Figure 1. Metal layers overlaid (run 1).
Scale: 6 px per um. Two of the layers only.
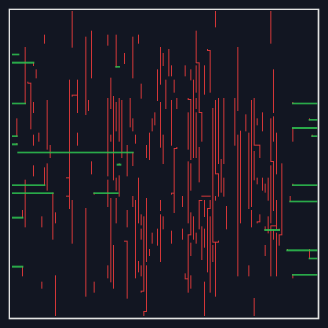
Figure 2. Nets reached from selected ports (run 1).
Scale: 6 px per um.
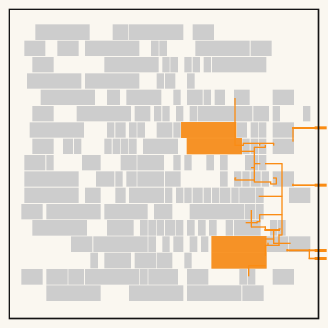
Figure 3. Signal wires on met2 (run 1).
Scale: 10 px per um.
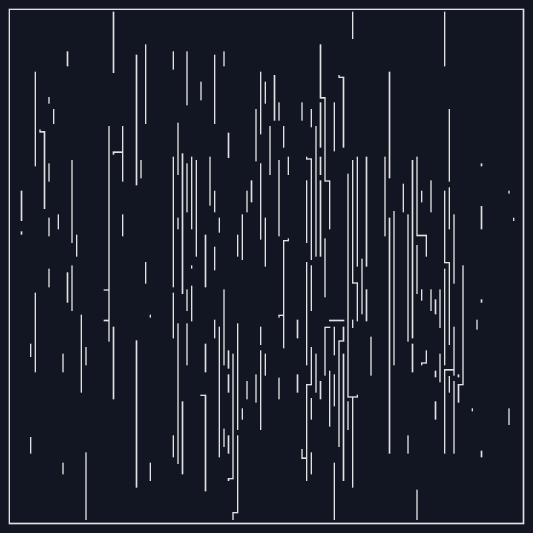
File: src/rtl/wptr_full_ctrl.sv
// wptr_full_ctrl: write-side pointer and flag controller for an asynchronous FIFO.
// Keeps the binary/Gray write pointer, synchronizes the read pointer into wclk,
// and registers the full, almost-full and conservative occupancy flags.
// Optional feature macro: WFIFO_OVERFLOW_FLAG_EN adds a sticky overflow flag
// (woverflow) cleared by wovf_clr; without it woverflow is tied low.
// ADDRESS_SIZE must be at least 2 so the full comparison has a low-bit field.
module wptr_full_ctrl #(
    parameter int ADDRESS_SIZE = 4,
    parameter int AFULL_THRESH = 12
) (
    input  logic                    wclk,
    input  logic                    wrst_n,
    input  logic                    winc,
    input  logic [ADDRESS_SIZE:0]   rptr,
    input  logic                    wovf_clr,
    output logic [ADDRESS_SIZE-1:0] waddr,
    output logic [ADDRESS_SIZE:0]   wptr,
    output logic                    wfull,
    output logic                    walmost_full,
    output logic [ADDRESS_SIZE:0]   wcount,
    output logic                    woverflow
);

    localparam int PW = ADDRESS_SIZE + 1;
    localparam logic [PW-1:0] AFULL_LVL = PW'(AFULL_THRESH);

    // Binary to reflected Gray code.
    function automatic logic [PW-1:0] bin2gray(input logic [PW-1:0] b);
        return b ^ (b >> 1);
    endfunction

    // Reflected Gray code back to binary (prefix XOR from the MSB down).
    function automatic logic [PW-1:0] gray2bin(input logic [PW-1:0] g);
        logic [PW-1:0] b;
        b[PW-1] = g[PW-1];
        for (int i = PW - 2; i >= 0; i--) begin
            b[i] = b[i+1] ^ g[i];
        end
        return b;
    endfunction

    logic [PW-1:0] wq1_rptr;
    logic [PW-1:0] wq2_rptr;
    logic [PW-1:0] wbin;

    logic          wr_en_s;
    logic [PW-1:0] wbin_next_s;
    logic [PW-1:0] wgray_next_s;
    logic [PW-1:0] full_ref_s;
    logic [PW-1:0] rbin_s;
    logic [PW-1:0] occupancy_s;
    logic          full_next_s;
    logic          afull_next_s;

    // Next-pointer, full comparison and occupancy, all from the synchronized read pointer.
    always_comb begin
        wr_en_s      = winc && !wfull;
        if (wr_en_s) begin
            wbin_next_s = wbin + {{ADDRESS_SIZE{1'b0}}, 1'b1};
        end else begin
            wbin_next_s = wbin;
        end
        wgray_next_s = bin2gray(wbin_next_s);
        // Full when the write pointer is exactly one lap ahead: the two Gray MSBs differ.
        full_ref_s   = {~wq2_rptr[PW-1:PW-2], wq2_rptr[PW-3:0]};
        full_next_s  = (wgray_next_s == full_ref_s);
        rbin_s       = gray2bin(wq2_rptr);
        // Modulo-2**PW subtraction handles pointer wrap naturally.
        occupancy_s  = wbin_next_s - rbin_s;
        afull_next_s = (occupancy_s >= AFULL_LVL);
    end

    assign waddr = wbin[ADDRESS_SIZE-1:0];

    // Two-flop synchronizer bringing the Gray read pointer into wclk.
    always_ff @(posedge wclk or negedge wrst_n) begin
        if (!wrst_n) begin
            wq1_rptr <= {PW{1'b0}};
            wq2_rptr <= {PW{1'b0}};
        end else begin
            wq1_rptr <= rptr;
            wq2_rptr <= wq1_rptr;
        end
    end

    // Write pointer and registered status flags.
    always_ff @(posedge wclk or negedge wrst_n) begin
        if (!wrst_n) begin
            wbin         <= {PW{1'b0}};
            wptr         <= {PW{1'b0}};
            wfull        <= 1'b0;
            walmost_full <= 1'b0;
            wcount       <= {PW{1'b0}};
        end else begin
            wbin         <= wbin_next_s;
            wptr         <= wgray_next_s;
            wfull        <= full_next_s;
            walmost_full <= afull_next_s;
            wcount       <= occupancy_s;
        end
    end

`ifdef WFIFO_OVERFLOW_FLAG_EN
    // Sticky overflow: a rejected write sets it, and setting wins over a same-edge clear.
    always_ff @(posedge wclk or negedge wrst_n) begin
        if (!wrst_n) begin
            woverflow <= 1'b0;
        end else if (winc && wfull) begin
            woverflow <= 1'b1;
        end else if (wovf_clr) begin
            woverflow <= 1'b0;
        end else begin
            woverflow <= woverflow;
        end
    end
`else
    logic unused_ovf_clr_s;
    assign unused_ovf_clr_s = wovf_clr;
    assign woverflow        = 1'b0;
`endif

endmodule
File: config.mk
export PLATFORM = sky130hd
export DESIGN_NAME = wptr_full_ctrl
export DESIGN_NICKNAME = d
export VERILOG_FILES = /design/src/rtl/wptr_full_ctrl.sv
export SDC_FILE = /design/constraint.sdc
export NUM_CORES = 1
export LEC_CHECK = 0
export ABC_AREA = 1
export CAP_MARGIN = 0
export CORE_UTILIZATION = 49
export CTS_CLUSTER_SIZE = 24
export DETAILED_ROUTE_END_ITERATION = 8
export PLACE_DENSITY_LB_ADDON = 0.15
export SLEW_MARGIN = 20
export SYNTH_ARGS = -nofsm -noshare
export SYNTH_HDL_FRONTEND = slang
export SYNTH_SLANG_ARGS = --single-unit
File: constraint.sdc
create_clock -name wclk -period 2.51 [get_ports wclk]
set_input_delay 0.251 -clock wclk [delete_from_list [all_inputs] [get_ports wclk]]
set_output_delay 0.251 -clock wclk [all_outputs]
set_load 0.02 [all_outputs]
==> reports/metrics.cfg, run 1 <==
[pwr]
seqPwrFrac_pct=32.6
top_power_group=combinational logic
total_power_mw=1.925
clockPowerShare_pct=10.5
intPower_mw=1.110

[timing]
setup_slack_ns=0.1812
rsz0062_at_grt=no
whs_ns=0.2736
clock_skew_ns=0.004929
setup_viol=0
period_used_pct=92.78
fin_tns_setup_ns=0

[place]
dpl_cell_area_um2=1455
hpwl_um=1487
post-place-cells=179
place_congestion=0.8019

[critical_path]
startpoint=wq2_rptr[3]$_DFF_PN0_
path_cells=xnor2_2 -> xor2_2 -> xor2_2 -> nand2_1 -> nand2_1 -> inv_1 -> ha_1 -> inv_1 -> fa_1 -> a31oi_1 -> inv_1 -> nand2_1 -> nand3_1
endpoint_kind=flip-flop
cp.depth=13
cpPeakStageDelay_ns=0.44
required_ns=2.72
critical_path_class=flip-flop to flip-flop

[logic_synthesis]
ys_sh_mux_pct=0
area_leaders=dfrtp_1, nand2_1, inv_1, ha_1, nand3_1
synth-compound-area-share_pct=2.208
ys_types=17
yosys_area_um2=1190
synth.most_common_cell=nand2_1
yosysWarnings=0
synth.avg_cell_area_um2=9.296
flop_cell=dfrtp_1

[job]
warnings=27

[finish]
antenna-diode-count=0
area_growth_pct=27.23
fin_nets=174

[cts]
clock_sinks=26
insertion_delay_ns=0.31
htreeDepth=1
cts_buffers=3

[drt]
vias_per_cell=4.715

[status]
outcome=completed

[global_route]
grt_pass1_wl_um=3456
overflow=0

[die]
chipArea_um2=2630

About Figure 1:
| layer | colour | wire length |
|---|---|---|
| metal 3 | green | 76.6 um |
| metal 2 | red | 939 um |
Total GRT Usage: 18.40%
drt wl/cell: 10.47 um
via total after detailed routing: 877
wirelength, routed: 1947 um

About Figure 2:
| port | colour | direction | end cells | wire |
|---|---|---|---|---|
| waddr | orange | output | 4 | 105 um |

About Figure 3:
main direction: vertical
longest straight run: 23.5 um
wire length on this layer: 939 um
nets with wire on the layer: 135
share of all routed wire: 48%
grt met2 use: 29.82%

[run 1: worst min-delay path by stage]
stage / start / endpoint / slack [ns]
3_3_place_gp: wq1_rptr[3]$_DFF_PN0_ / wq2_rptr[3]$_DFF_PN0_ / 0.33
6_report: wrst_n / wq1_rptr[0]$_DFF_PN0_ / 0.27
4_1_cts: wrst_n / wq1_rptr[0]$_DFF_PN0_ / 0.27
3_5_place_dp: wq1_rptr[3]$_DFF_PN0_ / wq2_rptr[3]$_DFF_PN0_ / 0.34
2_1_floorplan: wrst_n / walmost_full$_DFF_PN0_ / -0.04
5_1_grt: wrst_n / wq1_rptr[0]$_DFF_PN0_ / 0.30
[run 1: cell type report]
| class | count | area [um^2] |
|---|---|---|
| clock buffer | 4 | 36.28 |
| fill | 195 | 740.7 |
| inverter | 17 | 63.81 |
| multi-input combinational | 84 | 467.9 |
| sequential | 26 | 650.6 |
| tap | 28 | 35.03 |
| timing repair buffer | 27 | 260.3 |
[run 1: cells in the final DEF (no fill, tap or decap), types with 2 or more instances in the layout]
cell             instances
xor2_2                   2
nor2_1                   4
nand3b_1                 3
dfrtp_1                 26
clkbuf_4                 3
nand2_1                 47
xor2_1                   3
inv_1                   17
o21bai_1                 2
nand3_1                 12
ha_1                     5
buf_4                    4
clkdlybuf4s50_1         23
[run 1: per-layer routing]
metal | GRT usage, % | vias to the layer above | wire, um
li1 | - | 451 | -
met2 | 29.82 | 24 | 938
met1 | 23.61 | 397 | 895
met4 | 9.910 | 0 | 37
met5 | 0 | - | 0
met3 | 2.976 | 5 | 76
[run 1: flip-flops by register name (all words and copies together), names as in the netlist]
register and flops:
wq1_rptr 5, wfull 1, wcount 5, walmost_full 1
wptr 4, wbin 5, wq2_rptr 5
[run 1: repair_timing]
item,in CTS,in global routing
setup endpoints to repair,0,2
resized,0,0
setup buffers,0,3
==> run 2, diff against run 1 <==
PLACE_DENSITY_LB_ADDON = 0.1   (was 0.15)
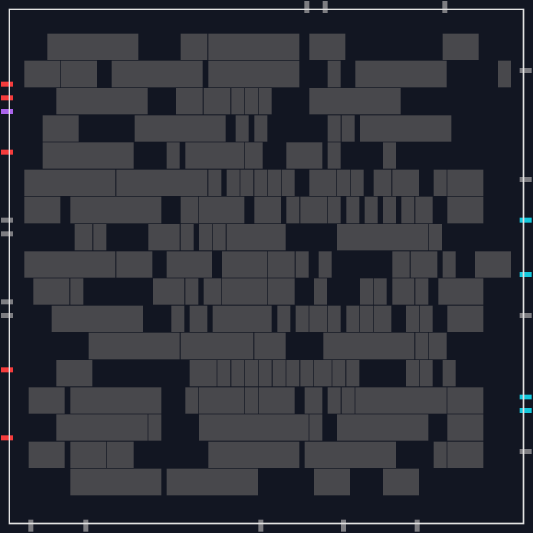
Figure 4: run 2, ports around the boundary.
Scale: 10 px per um. Pins as bars across the die edge, other pins in grey.
| port | colour | pins | direction | edge |
|---|---|---|---|---|
| rptr | red | 5 | input | west |
| waddr | cyan | 4 | output | east |
| wclk | purple | 1 | input | west |
die width: 51.28 um
Port-buffer cells: 23
die y size: 51.28 um

==> run 2 against run 1 <==
Critical path depth did not move. Clock power rose by 39%. Synthesized area did not move. Largest power group unchanged.
==> reports/metrics.cfg, run 2 <==
[timing]
fin_tns_setup_ns=0  ; unchanged
setup_viol=0  ; unchanged
period_used_pct=93.82  ; +1.0 points

[global_route]
globalRouteTotalUtil_pct=17.62  ; -0.77 points
grtUsageMet2_pct=32.68  ; +2.9 points

[finish]
final_common_cell=nand2_1
antenna-diode-count=0  ; unchanged

[drt]
wl_per_cell_um=10.67  ; +1.9%
wl_um=1984  ; +1.9%
routed.top_layer=met4
wl_met2_um=980  ; +4.5%
num_vias=873  ; -0.46%

[logic_synthesis]
ys_sh_mux_pct=0  ; unchanged
synth-compound-area-share_pct=2.208  ; unchanged
synth.most_common_cell=nand2_1

[critical_path]
path_cells=xnor2_2 -> xor2_2 -> xor2_2 -> nand2_1 -> nand2_1 -> inv_1 -> ha_1 -> inv_1 -> fa_1 -> a31oi_2 -> inv_1 -> nand2_1 -> nand3_1
cpPeakStageDelay_ns=0.43  ; about the same
critical_path_class=flip-flop to flip-flop

[job]
warnings=27  ; unchanged

[status]
outcome=completed

[die]
chipArea_um2=2630  ; unchanged

[cts]
insertion_delay_ns=0.32  ; about the same

[place]
place_congestion=0.7831  ; -2.3%

## run 2: worst min-delay path by stage
stage                                startpoint                      to  slack, ns  cells past startpoint
final                                    wrst_n     wcount[3]$_DFF_PN0_       0.26                      2
after global routing                     wrst_n     wcount[3]$_DFF_PN0_       0.29                      2
after CTS                                wrst_n     wcount[3]$_DFF_PN0_       0.27                      2
after detailed placement  wq1_rptr[4]$_DFF_PN0_   wq2_rptr[4]$_DFF_PN0_       0.34                      0
after global placement    wq1_rptr[2]$_DFF_PN0_   wq2_rptr[2]$_DFF_PN0_       0.33                      0
after floorplan                          wrst_n  walmost_full$_DFF_PN0_      -0.04                      0
## run 2: final cells by class
type	instances	area, um^2
well taps	28	35.03
repair buffers	27	260.3
flip-flops and latches	26	650.6
multi-input cells	84	474.2
fillers	200	718.2
inverters	17	63.81
clock buffers	3	22.52
clock inverters	1	30.03
## run 2: per-stage QoR
| step | cell area (um^2) | util, % | instances | power (mW) |
|---|---|---|---|---|
| floorplan | 1190 | - | 128 | 1.326 |
| global placement | 1455 | 64.54 | 179 | 1.689 |
| detailed placement | 1455 | 64.54 | 179 | 1.720 |
| CTS | 1508 | 66.87 | 183 | 2.016 |
| global route | 1536 | 68.15 | 186 | 2.194 |
| finish | 1536 | 68.15 | 186 | 2.017 |
## run 2: what timing repair did
item | 4_1_cts | 5_1_grt
buffers inserted | 0 | 3
resized | 0 | 1
setup endpoints to repair | 0 | 2
## run 2: power by group
| group | total, mW | internal (mW) | switching [mW] |
|---|---|---|---|
| logic | 1.11 | 0.466 | 0.641 |
| registers | 0.632 | 0.560 | 0.0721 |
| clock network | 0.279 | 0.162 | 0.117 |
No activity file was given, so power comes from the tool's default toggle rates.
